--- src/rtl/object_motion_pkg.sv ---
// Shared types and saturating helpers for the object motion engine.
package object_motion_pkg;

    typedef enum logic [1:0] {
        IDLE  = 2'd0,
        SWEEP = 2'd1,
        DONE  = 2'd2
    } state_t;

    localparam int DEF_SCREEN_W = 640;
    localparam int DEF_SCREEN_H = 480;

    // Signed add clamped to the two's-complement range of a w-bit value.
    function automatic int sat_add(input int w, input int a, input int b);
        int s;
        int hi;
        int lo;
        s  = a + b;
        hi = (1 << (w - 1)) - 1;
        lo = -(1 << (w - 1));
        if (s > hi) begin
            return hi;
        end
        if (s < lo) begin
            return lo;
        end
        return s;
    endfunction

    // Negation clamped to w bits; the most negative value maps to the maximum.
    function automatic int sat_neg(input int w, input int a);
        return sat_add(w, -a, 0);
    endfunction

endpackage

--- src/rtl/motion_axis_step.sv ---
// Combinational single-axis update: accelerate, move, then bounce or flag exit.
module motion_axis_step
    import object_motion_pkg::*;
#(
    parameter int POS_W = 10,
    parameter int VEL_W = 8,
    parameter int ACC_W = 4
) (
    input  logic        [POS_W-1:0] p,
    input  logic signed [VEL_W-1:0] v,
    input  logic signed [ACC_W-1:0] a,
    input  logic        [POS_W-1:0] limit,
    input  logic                    bounce,
    output logic        [POS_W-1:0] p_next,
    output logic signed [VEL_W-1:0] v_next,
    output logic                    exit_o
);

    logic signed [VEL_W-1:0] v_new;
    logic signed [POS_W+1:0] p_sum;
    logic        [POS_W-1:0] lim_m1;
    logic                    lo;
    logic                    hi;

    // Position is summed two bits wider so both under- and overflow are visible.
    always_comb begin
        v_new  = VEL_W'(sat_add(VEL_W, int'(v), int'(a)));
        p_sum  = $signed({2'b00, p}) + $signed({{(POS_W+2-VEL_W){v_new[VEL_W-1]}}, v_new});
        lim_m1 = limit - POS_W'(1);
        lo     = p_sum[POS_W+1];
        hi     = !lo && (p_sum > $signed({2'b00, lim_m1}));
        exit_o = 1'b0;
        p_next = p_sum[POS_W-1:0];
        v_next = v_new;
        if (lo || hi) begin
            if (bounce) begin
                p_next = lo ? '0 : lim_m1;
                v_next = VEL_W'(sat_neg(VEL_W, int'(v_new)));
            end else begin
                // Retiring slot keeps its pre-update state.
                exit_o = 1'b1;
                p_next = p;
                v_next = v;
            end
        end
    end

endmodule

--- src/rtl/object_motion_bank.sv ---
// Time-multiplexed motion engine: one slot per cycle per frame tick.
//
//   state | meaning
//   IDLE  | waiting for tick; spawns accepted
//   SWEEP | updating slot idx, one slot per cycle
//   DONE  | one-cycle end-of-sweep marker
module object_motion_bank
    import object_motion_pkg::*;
#(
    parameter  int NUM_OBJ  = 4,
    parameter  int POS_W    = 10,
    parameter  int VEL_W    = 8,
    parameter  int ACC_W    = 4,
    parameter  int SCREEN_W = DEF_SCREEN_W,
    parameter  int SCREEN_H = DEF_SCREEN_H,
    localparam int IDW      = $clog2(NUM_OBJ)
) (
    input  logic                     clk,
    input  logic                     rst,
    input  logic                     tick,
    input  logic signed [ACC_W-1:0]  ax,
    input  logic signed [ACC_W-1:0]  ay,
    input  logic                     spawn_valid,
    output logic                     spawn_ready,
    input  logic [IDW-1:0]           spawn_id,
    input  logic [POS_W-1:0]         spawn_x,
    input  logic [POS_W-1:0]         spawn_y,
    input  logic signed [VEL_W-1:0]  spawn_vx,
    input  logic signed [VEL_W-1:0]  spawn_vy,
    input  logic                     spawn_bounce,
    input  logic                     kill_valid,
    input  logic [IDW-1:0]           kill_id,
    output logic [NUM_OBJ-1:0]       obj_active,
    output logic [NUM_OBJ*POS_W-1:0] pos_x_flat,
    output logic [NUM_OBJ*POS_W-1:0] pos_y_flat,
    output logic [NUM_OBJ-1:0]       oob_pulse,
    output logic                     busy,
    output logic                     done,
    output logic                     tick_overrun
);

    state_t                  state_q, state_d;
    logic [IDW-1:0]          idx_q, idx_d;
    logic [NUM_OBJ-1:0]      active_q, active_d;
    logic [NUM_OBJ-1:0]      bounce_q, bounce_d;
    logic [NUM_OBJ-1:0]      oob_q, oob_d;
    logic                    busy_q, busy_d;
    logic                    done_q, done_d;
    logic                    overrun_q, overrun_d;
    logic [POS_W-1:0]        pos_x_q [NUM_OBJ];
    logic [POS_W-1:0]        pos_x_d [NUM_OBJ];
    logic [POS_W-1:0]        pos_y_q [NUM_OBJ];
    logic [POS_W-1:0]        pos_y_d [NUM_OBJ];
    logic signed [VEL_W-1:0] vel_x_q [NUM_OBJ];
    logic signed [VEL_W-1:0] vel_x_d [NUM_OBJ];
    logic signed [VEL_W-1:0] vel_y_q [NUM_OBJ];
    logic signed [VEL_W-1:0] vel_y_d [NUM_OBJ];

    logic [POS_W-1:0]        px_next, py_next;
    logic signed [VEL_W-1:0] vx_next, vy_next;
    logic                    exit_x, exit_y;

    motion_axis_step #(.POS_W(POS_W), .VEL_W(VEL_W), .ACC_W(ACC_W)) u_step_x (
        .p      (pos_x_q[idx_q]),
        .v      (vel_x_q[idx_q]),
        .a      (ax),
        .limit  (POS_W'(SCREEN_W)),
        .bounce (bounce_q[idx_q]),
        .p_next (px_next),
        .v_next (vx_next),
        .exit_o (exit_x)
    );

    motion_axis_step #(.POS_W(POS_W), .VEL_W(VEL_W), .ACC_W(ACC_W)) u_step_y (
        .p      (pos_y_q[idx_q]),
        .v      (vel_y_q[idx_q]),
        .a      (ay),
        .limit  (POS_W'(SCREEN_H)),
        .bounce (bounce_q[idx_q]),
        .p_next (py_next),
        .v_next (vy_next),
        .exit_o (exit_y)
    );

    assign spawn_ready = (state_q == IDLE);

    // Next state and slot writes; priority low to high: sweep update, kill, spawn.
    always_comb begin
        state_d   = state_q;
        idx_d     = idx_q;
        active_d  = active_q;
        bounce_d  = bounce_q;
        pos_x_d   = pos_x_q;
        pos_y_d   = pos_y_q;
        vel_x_d   = vel_x_q;
        vel_y_d   = vel_y_q;
        oob_d     = '0;
        overrun_d = 1'b0;
        case (state_q)
            IDLE: begin
                if (tick) begin
                    state_d = SWEEP;
                    idx_d   = '0;
                end
            end
            SWEEP: begin
                overrun_d = tick;
                if (active_q[idx_q] && !(kill_valid && kill_id == idx_q)) begin
                    if (exit_x || exit_y) begin
                        active_d[idx_q] = 1'b0;
                        oob_d[idx_q]    = 1'b1;
                    end else begin
                        pos_x_d[idx_q] = px_next;
                        pos_y_d[idx_q] = py_next;
                        vel_x_d[idx_q] = vx_next;
                        vel_y_d[idx_q] = vy_next;
                    end
                end
                if (idx_q == IDW'(NUM_OBJ - 1)) begin
                    state_d = DONE;
                end else begin
                    idx_d = idx_q + IDW'(1);
                end
            end
            DONE: begin
                overrun_d = tick;
                state_d   = IDLE;
            end
            default: state_d = IDLE;
        endcase
        if (kill_valid) begin
            active_d[kill_id] = 1'b0;
        end
        if (spawn_valid && spawn_ready) begin
            active_d[spawn_id] = 1'b1;
            bounce_d[spawn_id] = spawn_bounce;
            pos_x_d[spawn_id]  = spawn_x;
            pos_y_d[spawn_id]  = spawn_y;
            vel_x_d[spawn_id]  = spawn_vx;
            vel_y_d[spawn_id]  = spawn_vy;
        end
        busy_d = (state_d == SWEEP);
        done_d = (state_d == DONE);
    end

    // State and slot register arrays.
    always_ff @(posedge clk or posedge rst) begin
        if (rst) begin
            state_q   <= IDLE;
            idx_q     <= '0;
            active_q  <= '0;
            bounce_q  <= '0;
            oob_q     <= '0;
            busy_q    <= 1'b0;
            done_q    <= 1'b0;
            overrun_q <= 1'b0;
            for (int i = 0; i < NUM_OBJ; i++) begin
                pos_x_q[i] <= '0;
                pos_y_q[i] <= '0;
                vel_x_q[i] <= '0;
                vel_y_q[i] <= '0;
            end
        end else begin
            state_q   <= state_d;
            idx_q     <= idx_d;
            active_q  <= active_d;
            bounce_q  <= bounce_d;
            oob_q     <= oob_d;
            busy_q    <= busy_d;
            done_q    <= done_d;
            overrun_q <= overrun_d;
            pos_x_q   <= pos_x_d;
            pos_y_q   <= pos_y_d;
            vel_x_q   <= vel_x_d;
            vel_y_q   <= vel_y_d;
        end
    end

    for (genvar g = 0; g < NUM_OBJ; g++) begin : g_flat
        assign pos_x_flat[g*POS_W +: POS_W] = pos_x_q[g];
        assign pos_y_flat[g*POS_W +: POS_W] = pos_y_q[g];
    end

    assign obj_active   = active_q;
    assign oob_pulse    = oob_q;
    assign busy         = busy_q;
    assign done         = done_q;
    assign tick_overrun = overrun_q;

endmodule
--- config.mk ---
export PLATFORM = sky130hd
export DESIGN_NAME = object_motion_bank
export DESIGN_NICKNAME = d
export VERILOG_FILES = /design/src/rtl/object_motion_pkg.sv /design/src/rtl/motion_axis_step.sv /design/src/rtl/object_motion_bank.sv
export SDC_FILE = /design/constraint.sdc
export NUM_CORES = 1
export LEC_CHECK = 0
export ABC_AREA = 1
export CAP_MARGIN = 20
export CORE_MARGIN = 2
export CORE_UTILIZATION = 45
export DETAILED_ROUTE_END_ITERATION = 8
export DONT_BUFFER_PORTS = 1
export GPL_TIMING_DRIVEN = 1
export SLEW_MARGIN = 20
export SYNTH_ARGS = -nofsm -noshare
export SYNTH_HDL_FRONTEND = slang
export SYNTH_HIERARCHICAL = 1
export SYNTH_SLANG_ARGS = --single-unit
export TNS_END_PERCENT = 30
--- constraint.sdc ---
create_clock -name clk -period 7.9 [get_ports clk]
set_input_delay 1.58 -clock clk [delete_from_list [all_inputs] [get_ports clk]]
set_output_delay 1.58 -clock clk [all_outputs]
set_load 0.005 [all_outputs]
==> flow_metrics.py, run 1 <==
# Physical implementation metrics
metrics = {
    "run_status": {
        "status": "finished clean",
    },
    "final_timing": {
        "fin_setup_tns_ps": 0,
        "rsz0062_at_grt": "true",
        "drv_slew": 0,
        "setup_violations": 0,
        "holdWs_ps": 483,
        "fin_worst_skew_ps": 16.7,
        "fin_crit_sh_pct": 96.2,
    },
    "finish": {
        "regArea_mm2": 0.00408,
        "seq_cells": 163,
        "final_cell_mix": "nand2_1 (686), inv_1 (294), nand3_1 (224)",
        "area.combinational_mm2": 0.00887,
        "largest_class": "multi-input combinational cells",
        "drive_gt1_share_pct": 6.72,
        "finalInstanceArea_mm2": 0.0155,
        "n_fill_cell": 3268,
        "clkbuf_count": 20,
        "buffer_area_share_pct": 1.80,
        "final_common_cell": "nand2_1",
    },
    "place": {
        "place_area_mm2": 0.0149,
    },
    "logic_synthesis": {
        "top_area_cell": "dfrtp_1",
        "netlist_instances": 2218,
        "xor_area_share_pct": 3.07,
        "synthSimpleGateAreaFrac_pct": 39.4,
        "ys_sh_aoi_pct": 9.38,
        "yosys_cells": 2218,
        "edf_count": 0,
        "yosysWarnings": 6,
        "avgSynthCellArea_um2": 6.54,
        "mux_share_pct": 0,
        "async_flop_share_pct": 100,
        "top_cells_by_area": "dfrtp_1 (28%), nand2_1 (18%), nand3_1 (7.7%)",
        "ys_ff": 163,
        "synthDistinctLibCells": 54,
    },
    "critical_path": {
        "slowest_stage": "nand3_4",
        "timing.rr.start": "idx_q[1]$_DFFE_PP0P_",
        "start_kind": "flip-flop",
        "cpMostUsedCell": "nand2_1",
        "end_kind": "flip-flop",
        "cpPeakStageDelay_ps": 530,
        "cp-endpoint": "pos_x_flat[16]$_DFF_PP0_",
        "cp.arrival_ps": 7980,
        "worstPathRequired_ps": 8280,
        "crit_buf_inv": 5,
        "setup.worst_path.start": "idx_q[1]$_DFFE_PP0P_",
        "cp_top_family": "simple AND/OR/NAND/NOR gates",
        "rr_endpoint": "pos_x_flat[16]$_DFF_PP0_",
    },
    "flow_run": {
        "max-cap-violations": 0,
    },
    "global_routing": {
        "grt_start_max_net_pins": 99,
        "grt_antenna_before_repair": 1,
        "grt_pass1_wl_um": 78200,
        "grt_use_total_pct": 29.6,
    },
    "cts": {
        "clk_latency_ps": 450,
        "cts_tree": "yes",
        "cts_htree_levels": 4,
        "post_cts_buffers": 0,
        "cts.hold.buffers_added": 0,
        "cts_sinks": 163,
        "cts_buffers": 17,
        "clockBufferDepth": 2,
    },
    "worst_hold_path": {
        "hold_path.class": "reg2reg",
        "whs_path_depth": 2,
        "holdPathEnd": "bounce_q[1]$_DFFE_PP0P_",
    },
    "routing": {
        "vias": 14649,
        "viasPerCell": 5.63,
        "drt-initial-drc-count": 1189,
        "postRouteAntennaNets": 0,
    },
    "floorplanning": {
        "fp_util_pct": 45.9,
        "ios": 146,
        "rows": 65,
    },
}
[run 1: synthesized netlist by cell type (40+ instances only)]
master	n
nand2_1	689
inv_1	295
nand3_1	224
nand4_1	167
dfrtp_1	163
a21oi_1	142
ha_1	86
nor2_1	66
o21ai_0	66
buf_2	59
clkbuf_1	43
xor2_1	40
[run 1: routing by layer]
metal  vias up  global-route usage (%)  part of all wire (%)
met5         -                       0                     0
li1       7146                       -                     -
met3        73                    7.21                   8.3
met1      6868                    37.0                    41
met2       562                    50.1                    48
met4         0                    9.63                   2.4
[run 1: registers in the layout, summed over array words and instances (netlist names)]
name / flops
bounce_q: 4
busy: 1
done: 1
idx_q: 2
obj_active: 4
oob_pulse: 4
pos_x_flat: 40
pos_y_flat: 40
state_q: 2
tick_overrun: 1
vel_x_q: 32
vel_y_q: 32
Fig. 1: run 1, pin map
The bar under the picture is 50 um long. Pins as bars across the die edge, other pins in grey.
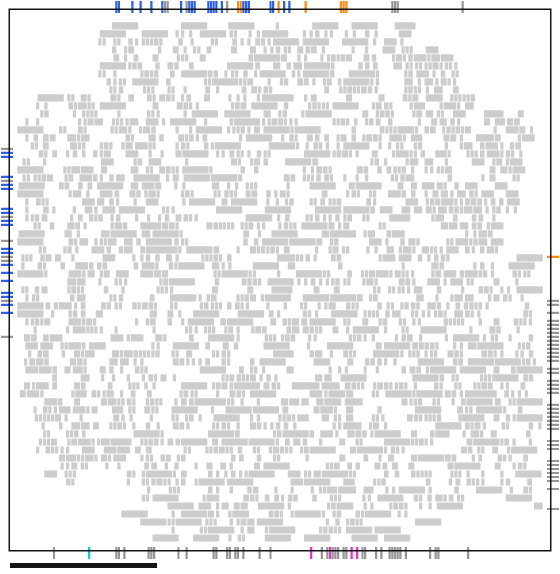
colour	port	pins	direction	edge
orange	`spawn_vx`	8	input	7 top, 1 right
cyan	`clk`	1	input	bottom
blue	`pos_y_flat`	40	output	22 top, 18 left
magenta	`obj_active`	4	output	bottom
all pins by edge	44 bottom, 39 right, 37 top, 26 left
Die H: 184 um
Die Width: 184 um
I/O Buffers: 0

Fig. 2: run 1, cell area per tile
18 x 18 tiles, from white (low) to dark blue (high), 0 to 100% covered.
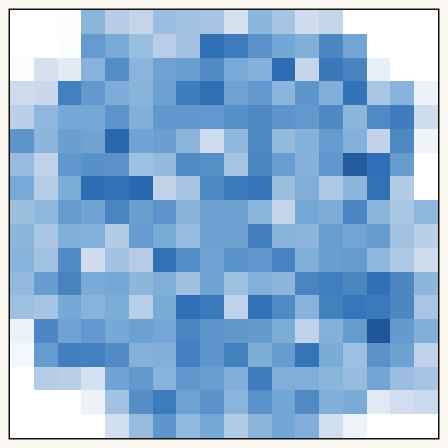
nearly empty tiles	9.0%
tiles over 75% full	1.9%
mean over tiles	45%
fullest tile	85%
core area: 0.0316 mm2
fin util: 49.1%

Fig. 3: run 1, layout detail
Region (128, 128) to (148, 148) um. Cells in grey, sequential cells in the stronger grey; small squares are vias.
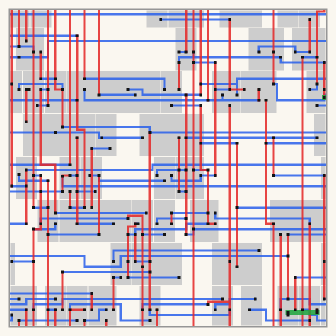
colour	layer
blue	M1
red	M2
green	M3
most frequent	nand2_1 (17), nand3_1 (5), inv_1 (5)
sequential cells in the window	0
cells with their middle in the window	38

Fig. 4: run 1, placement view
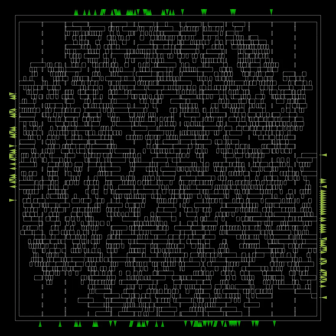
Well Taps: 402
Final Non-Filler Cells: 2603
sequential share of cell area: 26.3%

## Run 2: what changed since run 1
==> constraint.sdc (replaced) <==
create_clock -name clk -period 7.2 [get_ports clk]
set_input_delay 1.44 -clock clk [delete_from_list [all_inputs] [get_ports clk]]
set_output_delay 1.44 -clock clk [all_outputs]
set_load 0.005 [all_outputs]
Fig. 5: run 2, cell sizes after repair
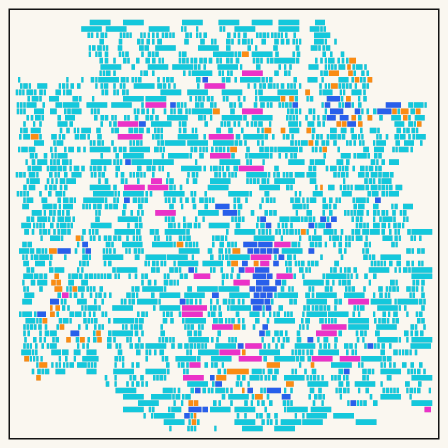
colour	size	cells	share	most used
magenta	x6 and larger	35	1.6%	clkbuf_16
orange	x2	68	3.1%	nand2_2
blue	x3 and x4	77	3.5%	buf_4
cyan	x1 and smaller	2043	92%	nand2_1
post-route cell area: 0.0159 mm2
Area Overhead vs Synth: 9.39%
Signal buffers: 54

==> flow_metrics.py, run 2 <==
# Physical implementation metrics
metrics = {
    "cts": {
        "cts_buffers": 17,
        "cts_sinks": 163,
        "cts_root_buf": "clkbuf_16",
        "cts.hold.buffers_added": 0,
        "cts_tree": "yes",
        "clk_latency_ps": 440,
        "post_cts_buffers": 0,
        "clockBufferDepth": 2,
    },
    "finish": {
        "drive_gt1_share_pct": 8.10,
        "n_fill_cell": 3228,
        "final_cells": 2625,
        "final_cell_mix": "nand2_1 (686), inv_1 (293), nand3_1 (224)",
        "final_common_cell": "nand2_1",
        "area.combinational_mm2": 0.00894,
        "fin_util_pct": 50.2,
        "regArea_mm2": 0.00408,
    },
    "final_timing": {
        "fin_worst_skew_ps": 12.1,
        "fin_crit_sh_pct": 93.3,
        "fin_setup_tns_ps": 0,
        "drv_slew": 0,
        "hold_violations": 0,
        "setup_violations": 0,
        "holdWs_ps": 483,
    },
    "floorplanning": {
        "die_w_um": 184,
        "die-height_um": 184,
        "coreArea_mm2": 0.0316,
        "rows": 65,
        "die_area_mm2": 0.0337,
        "ios": 146,
        "fp_util_pct": 45.9,
    },
    "routing": {
        "maxUsedRoutingLayer": "met4",
        "viasPerCell": 5.62,
        "wl_met3_um": 4310,
        "met2_length_um": 23600,
        "vias": 14761,
        "met1_length_um": 20700,
        "postRouteAntennaNets": 0,
        "drt-initial-drc-count": 1246,
    },
    "critical_path": {
        "worstPathRequired_ps": 7580,
        "slowest_stage": "dfrtp_2",
        "crit_buf_inv": 6,
        "cpMostUsedCell": "nand2_1",
        "timing.rr.start": "idx_q[0]$_DFFE_PP0P_",
        "end_kind": "flip-flop",
        "cpPeakStageDelay_ps": 430,
        "setup.worst_path.start": "idx_q[0]$_DFFE_PP0P_",
        "cp.arrival_ps": 7090,
        "rr_endpoint": "pos_y_flat[24]$_DFF_PP0_",
        "cp_top_family": "simple AND/OR/NAND/NOR gates",
        "cp-endpoint": "pos_y_flat[24]$_DFF_PP0_",
    },
    "logic_synthesis": {
        "synthDistinctLibCells": 54,
        "yosysTopAreaCellShare_pct": 28.1,
        "avgSynthCellArea_um2": 6.54,
        "top_area_cell": "dfrtp_1",
        "yosys_cells": 2218,
        "ys_ff": 163,
        "yosys-top-cells-count": "nand2_1 (689), inv_1 (295), nand3_1 (224)",
        "most_common_cell": "nand2_1",
        "yosysWarnings": 6,
        "edf_count": 0,
        "netlist_instances": 2218,
    },
    "global_routing": {
        "grtUsageMet3_pct": 8.06,
        "grt_antenna_before_repair": 0,
        "use_met2_pct": 48.7,
        "busiest_layer": "met2",
        "grt_use_total_pct": 28.9,
        "grt_start_max_net_pins": 81,
        "met1_usage_pct": 35.6,
        "grt_pass1_wl_um": 76800,
    },
    "worst_hold_path": {
        "holdPathEnd": "bounce_q[2]$_DFFE_PP0P_",
        "whs_path_depth": 2,
        "hold_path.class": "reg2reg",
    },
    "place": {
        "hpwl_um": 33100,
        "place_area_mm2": 0.0149,
        "port_buffers": 0,
    },
    "flow_run": {
        "max-cap-violations": 0,
    },
    "run_status": {
        "status": "finished clean",
    },
}
[run 2: cells by family (layout without fill, tap and decap cells)]
| logic type | after synthesis | in the layout | synth area share [%] |
|---|---|---|---|
| AND/OR/NAND/NOR | 1235 | 1238 | 39.4 |
| buffers and inverters | 432 | 394 | 12.0 |
| AND-OR/OR-AND | 246 | 246 | 9.38 |
| flip-flops | 163 | 163 | 28.1 |
| adder cells (fa/ha/maj) | 90 | 90 | 7.97 |
| XOR/XNOR | 50 | 50 | 3.07 |
| other | 2 | 42 | 0.0518 |
[run 2: cell type report]
| class | instances | area share [%] |
|---|---|---|
| sequential | 163 | 25.7 |
| multi-input combinational | 1666 | 56.3 |
| timing repair buffer | 54 | 3.23 |
| clock inverter | 12 | 1.28 |
| tap | 402 | 3.17 |
| clock buffer | 20 | 2.88 |
| inverter | 308 | 7.40 |
